[src/rtl/reset_release_sequencer_if.sv]
// Reset-release sequencer bundle: reset-source indications in, per-domain
// resets and sequencer status out. The master side drives the sources; the
// slave side is the sequencer itself.
interface reset_release_sequencer_if #(
  parameter int NUM_STAGES = 3
);
  logic                  ninit_done;
  logic                  fpga_reset_n;
  logic                  h2f_reset;
  logic                  emif_cal_success;
  logic [NUM_STAGES-1:0] stage_reset_n;
  logic [1:0]            seq_state;
  logic                  cal_timeout;
  logic [7:0]            reset_count;

  modport master (
    output ninit_done, fpga_reset_n, h2f_reset, emif_cal_success,
    input  stage_reset_n, seq_state, cal_timeout, reset_count
  );

  modport slave (
    input  ninit_done, fpga_reset_n, h2f_reset, emif_cal_success,
    output stage_reset_n, seq_state, cal_timeout, reset_count
  );
endinterface

[src/rtl/reset_release_sequencer.sv]
// Holds all fabric reset domains until every reset source is clean and EMIF
// calibration is done, then releases the domains one at a time with a fixed
// gap. Any later fault drops every domain back into reset on the next edge.
module reset_release_sequencer #(
  parameter int NUM_STAGES    = 3,
  parameter int HOLD_MIN      = 16,
  parameter int STAGE_DELAY   = 1000,
  parameter int DELAY_WIDTH   = 16,
  parameter int CAL_TIMEOUT   = 10000000,
  parameter int TIMEOUT_WIDTH = 32
) (
  input  logic                      clk,
  input  logic                      reset,
  reset_release_sequencer_if.slave  bus
);

  typedef enum logic [1:0] {
    ST_ASSERT   = 2'd0,
    ST_WAIT_CAL = 2'd1,
    ST_RELEASE  = 2'd2,
    ST_RUN      = 2'd3
  } state_t;

  localparam logic [DELAY_WIDTH-1:0]   HOLD_LAST  = DELAY_WIDTH'(HOLD_MIN - 1);
  localparam logic [DELAY_WIDTH-1:0]   STAGE_LAST = DELAY_WIDTH'(STAGE_DELAY - 1);
  localparam logic [DELAY_WIDTH-1:0]   DCNT_ONE   = DELAY_WIDTH'(1);
  localparam logic [TIMEOUT_WIDTH-1:0] TMO_LAST   = TIMEOUT_WIDTH'(CAL_TIMEOUT - 1);
  localparam logic [TIMEOUT_WIDTH-1:0] TCNT_ONE   = TIMEOUT_WIDTH'(1);
  localparam logic [NUM_STAGES-1:0]    STAGE_ONE  = NUM_STAGES'(1);
  localparam logic [NUM_STAGES-1:0]    STAGE_ALL  = {NUM_STAGES{1'b1}};

  // Saturating re-entry counter step; never wraps past 255.
  function automatic logic [7:0] sat_inc(input logic [7:0] v);
    return (v == 8'hFF) ? v : v + 8'd1;
  endfunction

  state_t                     r_state;
  logic [DELAY_WIDTH-1:0]     r_hold_cnt;
  logic [DELAY_WIDTH-1:0]     r_stage_cnt;
  logic [TIMEOUT_WIDTH-1:0]   r_tmo_cnt;
  logic [NUM_STAGES-1:0]      r_stage;
  logic                       r_cal_timeout;
  logic [7:0]                 r_reset_count;

  state_t                     w_state_nxt;
  logic [DELAY_WIDTH-1:0]     w_hold_nxt;
  logic [DELAY_WIDTH-1:0]     w_stage_cnt_nxt;
  logic [TIMEOUT_WIDTH-1:0]   w_tmo_nxt;
  logic [NUM_STAGES-1:0]      w_stage_nxt;
  logic                       w_cal_timeout_nxt;
  logic [7:0]                 w_reset_count_nxt;

  logic                       w_src_active;
  logic                       w_fault;
  logic [NUM_STAGES-1:0]      w_stage_shift;

  assign w_src_active  = bus.ninit_done | ~bus.fpga_reset_n | bus.h2f_reset;
  // Released bits form a thermometer code, so the next release is a shift-in of 1.
  assign w_stage_shift = (r_stage << 1) | STAGE_ONE;
  // Calibration loss only counts as a fault once a domain has been released.
  assign w_fault = ((r_state == ST_WAIT_CAL) & w_src_active) |
                   (((r_state == ST_RELEASE) | (r_state == ST_RUN)) &
                    (w_src_active | ~bus.emif_cal_success));

  // Next-state and next-register computation for the sequencer.
  always_comb begin
    w_state_nxt       = r_state;
    w_hold_nxt        = r_hold_cnt;
    w_stage_cnt_nxt   = r_stage_cnt;
    w_tmo_nxt         = r_tmo_cnt;
    w_stage_nxt       = r_stage;
    w_cal_timeout_nxt = r_cal_timeout;
    w_reset_count_nxt = r_reset_count;
    if (w_fault) begin
      w_state_nxt       = ST_ASSERT;
      w_stage_nxt       = '0;
      w_hold_nxt        = '0;
      w_reset_count_nxt = sat_inc(r_reset_count);
    end else begin
      case (r_state)
        ST_ASSERT: begin
          w_stage_nxt = '0;
          if (w_src_active) begin
            w_hold_nxt = '0;
          end else if (r_hold_cnt == HOLD_LAST) begin
            w_state_nxt = ST_WAIT_CAL;
            w_hold_nxt  = '0;
            w_tmo_nxt   = '0;
          end else begin
            w_hold_nxt = r_hold_cnt + DCNT_ONE;
          end
        end
        ST_WAIT_CAL: begin
          // Success is checked before timeout so it wins a same-edge tie.
          if (bus.emif_cal_success) begin
            w_stage_nxt     = STAGE_ONE;
            w_stage_cnt_nxt = '0;
            w_state_nxt     = (STAGE_ONE == STAGE_ALL) ? ST_RUN : ST_RELEASE;
          end else if (r_tmo_cnt == TMO_LAST) begin
            w_state_nxt       = ST_ASSERT;
            w_hold_nxt        = '0;
            w_cal_timeout_nxt = 1'b1;
            w_reset_count_nxt = sat_inc(r_reset_count);
          end else begin
            w_tmo_nxt = r_tmo_cnt + TCNT_ONE;
          end
        end
        ST_RELEASE: begin
          if (r_stage_cnt == STAGE_LAST) begin
            w_stage_nxt     = w_stage_shift;
            w_stage_cnt_nxt = '0;
            if (w_stage_shift == STAGE_ALL) begin
              w_state_nxt = ST_RUN;
            end else begin
              w_state_nxt = ST_RELEASE;
            end
          end else begin
            w_stage_cnt_nxt = r_stage_cnt + DCNT_ONE;
          end
        end
        ST_RUN: begin
          w_stage_nxt = STAGE_ALL;
        end
        default: begin
          w_state_nxt = ST_ASSERT;
          w_stage_nxt = '0;
          w_hold_nxt  = '0;
        end
      endcase
    end
  end

  // State and counter registers; synchronous reset dominates all inputs.
  always_ff @(posedge clk) begin
    if (reset) begin
      r_state       <= ST_ASSERT;
      r_hold_cnt    <= '0;
      r_stage_cnt   <= '0;
      r_tmo_cnt     <= '0;
      r_stage       <= '0;
      r_cal_timeout <= 1'b0;
      r_reset_count <= 8'd0;
    end else begin
      r_state       <= w_state_nxt;
      r_hold_cnt    <= w_hold_nxt;
      r_stage_cnt   <= w_stage_cnt_nxt;
      r_tmo_cnt     <= w_tmo_nxt;
      r_stage       <= w_stage_nxt;
      r_cal_timeout <= w_cal_timeout_nxt;
      r_reset_count <= w_reset_count_nxt;
    end
  end

  assign bus.stage_reset_n = r_stage;
  assign bus.seq_state     = r_state;
  assign bus.cal_timeout   = r_cal_timeout;
  assign bus.reset_count   = r_reset_count;

endmodule

[src/flat_wrapper.sv]
// flat-port wrapper written by rule: the top's interface ports become plain ports
module reset_release_sequencer_flat 
#(
  parameter int NUM_STAGES    = 3,
  parameter int HOLD_MIN      = 16,
  parameter int STAGE_DELAY   = 1000,
  parameter int DELAY_WIDTH   = 16,
  parameter int CAL_TIMEOUT   = 10000000,
  parameter int TIMEOUT_WIDTH = 32
)
  (clk, reset, bus_ninit_done, bus_fpga_reset_n, bus_h2f_reset, bus_emif_cal_success, bus_stage_reset_n, bus_seq_state, bus_cal_timeout, bus_reset_count);
  reset_release_sequencer_if #(.NUM_STAGES(NUM_STAGES)) bus_i ();
  input  logic clk;
  input  logic reset;
  input wire logic [$bits(bus_i.ninit_done)-1:0] bus_ninit_done;
  input wire logic [$bits(bus_i.fpga_reset_n)-1:0] bus_fpga_reset_n;
  input wire logic [$bits(bus_i.h2f_reset)-1:0] bus_h2f_reset;
  input wire logic [$bits(bus_i.emif_cal_success)-1:0] bus_emif_cal_success;
  output wire logic [$bits(bus_i.stage_reset_n)-1:0] bus_stage_reset_n;
  output wire logic [$bits(bus_i.seq_state)-1:0] bus_seq_state;
  output wire logic [$bits(bus_i.cal_timeout)-1:0] bus_cal_timeout;
  output wire logic [$bits(bus_i.reset_count)-1:0] bus_reset_count;
  assign bus_i.ninit_done = bus_ninit_done;
  assign bus_i.fpga_reset_n = bus_fpga_reset_n;
  assign bus_i.h2f_reset = bus_h2f_reset;
  assign bus_i.emif_cal_success = bus_emif_cal_success;
  assign bus_stage_reset_n = bus_i.stage_reset_n;
  assign bus_seq_state = bus_i.seq_state;
  assign bus_cal_timeout = bus_i.cal_timeout;
  assign bus_reset_count = bus_i.reset_count;
  reset_release_sequencer #(.NUM_STAGES(NUM_STAGES), .HOLD_MIN(HOLD_MIN), .STAGE_DELAY(STAGE_DELAY), .DELAY_WIDTH(DELAY_WIDTH), .CAL_TIMEOUT(CAL_TIMEOUT), .TIMEOUT_WIDTH(TIMEOUT_WIDTH)) u_core (.clk(clk), .reset(reset), .bus(bus_i));
endmodule
[config.mk]
export PLATFORM = sky130hd
export DESIGN_NAME = reset_release_sequencer_flat
export DESIGN_NICKNAME = d
export VERILOG_FILES = /design/src/rtl/reset_release_sequencer_if.sv /design/src/rtl/reset_release_sequencer.sv /design/src/flat_wrapper.sv
export SDC_FILE = /design/constraint.sdc
export NUM_CORES = 1
export LEC_CHECK = 0
export ABC_AREA = 1
export CORE_MARGIN = 2
export CORE_UTILIZATION = 60
export DETAILED_ROUTE_END_ITERATION = 12
export PLACE_DENSITY_LB_ADDON = 0.25
export SLEW_MARGIN = 10
export SYNTH_ARGS = -nofsm -noshare
export SYNTH_HDL_FRONTEND = slang
export SYNTH_SLANG_ARGS = --single-unit
[constraint.sdc]
create_clock -name clk -period 3.95 [get_ports clk]
set_clock_uncertainty 0.2 [all_clocks]
set_input_delay 0.79 -clock clk [delete_from_list [all_inputs] [get_ports clk]]
set_output_delay 0.79 -clock clk [all_outputs]
set_load 0.05 [all_outputs]
==> qor.rpt <==
====================================================================================
First-pass GRT wire length                                                  23400 um
CTS Buf Count                                                                      9
Clk sinks                                                                         78
Total of max-cap violations                                                        0
Depth of the most critical reg-to-reg path                                        12
Top library cells by usage in the layout, fill and taps aside           nand2_1 (311), nor2_1 (167), inv_1 (89)
Filler cells                                                                     810
Internal                                                                     1.27 mW
First-pass iteration count of the detailed router                                  5
Fraction of area in registers                                                  0.275
Final worst path period share                                                  0.745
Cell area after placement                                                  5470 um^2
Most utilized layer in the global route result                                  met2
Clock buffer count                                                                 9
Post-CTS Repair Setup Buffers                                                      0
Top Consumer                                                            sequential cells
Outcome                                                                 complete, no violations
Max_slew headroom                                                              0.635
Number of top-level pins                                                          20
Total die area                                                             9540 um^2
Power per standard cell area                                             345 nW/um^2
CP Cell Sequence                                                        inv_1, ha_1, inv_2, nor2_2, nor2_1, nand3_1, inv_1, nand2_1, nand2_1, inv_1, o21ai_0, nor2_1
Clk pin slew, worst setup/hold paths                                           90 ps
Count of inserted antenna diode cells                                              0
P_sw                                                                        0.690 mW
Share of post-route cells with drive strength above 1                         0.0422
Pin slew with the least headroom to its limit                                 547 ps
Relative contribution of the clock network to total power                      0.335
Most frequent cell on the critical path                                        inv_1
CTS tree                                                                       built
Worst R2R Start                                                         u_core.bus.seq_state[1]
Share of cell area taken by multi-input logic gates                            0.567
Kind of critical path                                                   register to register
Fin area                                                                   5680 um^2
Area occupied by registers                                                 1560 um^2
Critical path endpoint                                                  u_core.r_stage_cnt[7]
Most used logic cell in the final layout                                     nand2_1
Buffers from clock root to sink, at most                                           2
RSZ-0062 raised after global routing                                              no
Sequential cells                                                                  78
Instance count on the critical path                                               12
Comb area                                                                  3220 um^2
Post-DP HPWL                                                                 9680 um
Number of enable-type register cells in the synthesized netlist                    0
Count of input and output buffers                                                 19
Sequential power                                                            0.828 mW
Classification of the worst-slack hold path                             register to register
Cell type contributing the most total cell area after synthesis              dfxtp_1
Start point of the critical path                                        u_core.bus.seq_state[1]
Flip-flop count of the largest register, all copies and words added               32
Sum of overflow across all layers after global routing                             0
Largest net degree at the start of global routing                                 42
Via-to-Cell Ratio                                                               5.52
Die boundary height                                                          97.7 um
Number of non-clock buffers in the layout                                         22
Pleak                                                                        2.08 nW
Count of endpoints failing hold in the final timing report                         0
Synth cell count leaders                                                nand2_1 (311), nor2_1 (167), inv_1 (89)
RD Place Congestion                                                             1.02
Clock network power consumption                                             0.657 mW
Unique masters post-synth                                                         30
Number of buffer and inverter instances along the worst setup path                 4
Simple share                                                                   0.489
Cell Rows                                                                         34
Number of nets in the layout                                                     936
Parity-gate share of the synthesized area counting xor and xnor cells         0.0183
Area share of buffers outside the clock network                               0.0375
Vias in the first global route                                                  5468
Final worst slack                                                            1010 ps
Flop pwr share                                                                 0.423
Cell family with the largest share of critical-path delay               simple AND/OR/NAND/NOR gates
Maximum operating frequency                                                  340 MHz
Antenna Violating Nets Remaining                                                   0
Number of stages on the worst hold path                                            2
Final Instance Count excl. Fillers                                              1033
====================================================================================
**Clock wires, drivers and flops**

(3 px per um)
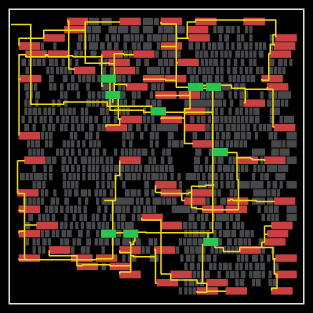
Key: clock wires = yellow [length 1060 um]; flip-flops = red [count 78]; clock drivers = green [count 9]
Position of the flops: spread over the die.

**Routing congestion map**

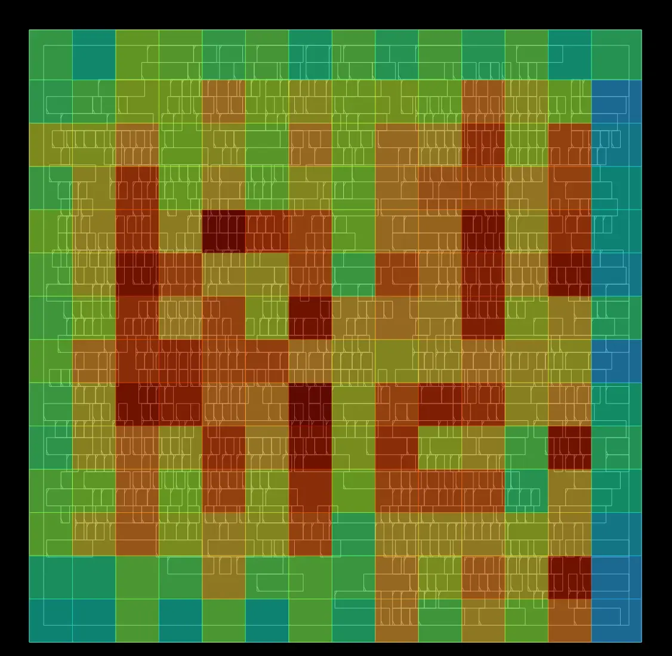
global routing usage summed across all routing layers: 0.288
share of the core filled with cells in the final layout: 0.657
global routing met1 resource utilization: 0.348

**Metal 4**

(4 px per um)
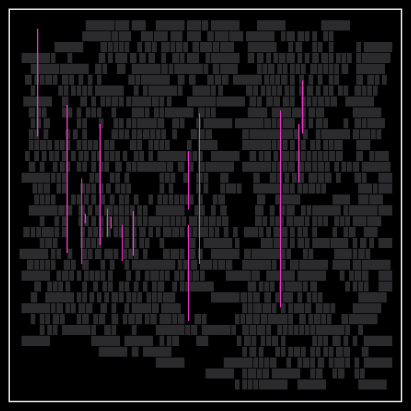
The layer holds 2.2% of the routed length. The longest straight run is 49.0 um. 14 nets have wire on it. The layer carries 297 um of wire. The wires run mostly vertical.
number of vias after detailed routing: 5702
final routed wirelength across all metal layers: 13500 um

**Zoomed window**

Window x 63 to 83, y 14 to 34 um. Cells in grey, sequential cells in the stronger grey; small squares are vias.
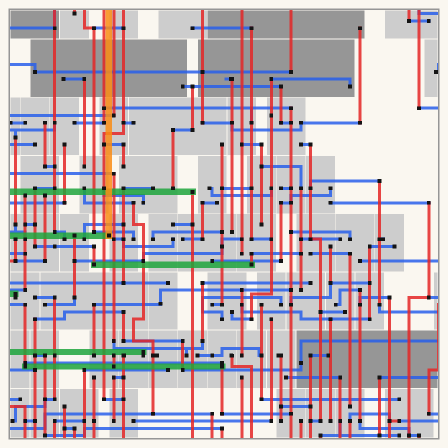
Key: metal 1 = blue; metal 3 = green; metal 4 = orange; metal 2 = red
Sequential cells in the window: 3. Most frequent: nand2_1 (13), nor2_1 (10), inv_1 (8). Netlist names of flops here include u_core.r_stage_cnt (3). 49 logic cells have their middle in the window.

**Metal layers overlaid**

(4 px per um)
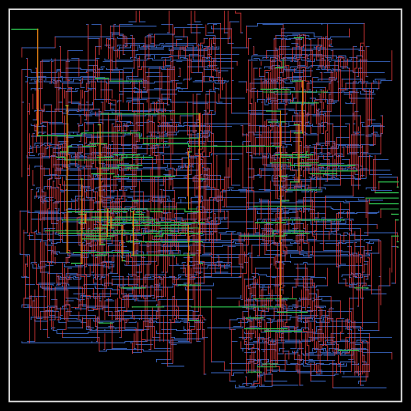
Key: metal 2 = red [wire length 6580 um]; metal 1 = blue [wire length 5770 um]; metal 4 = orange [wire length 297 um]; metal 3 = green [wire length 804 um]

Power is estimated from default activity; no workload was simulated.
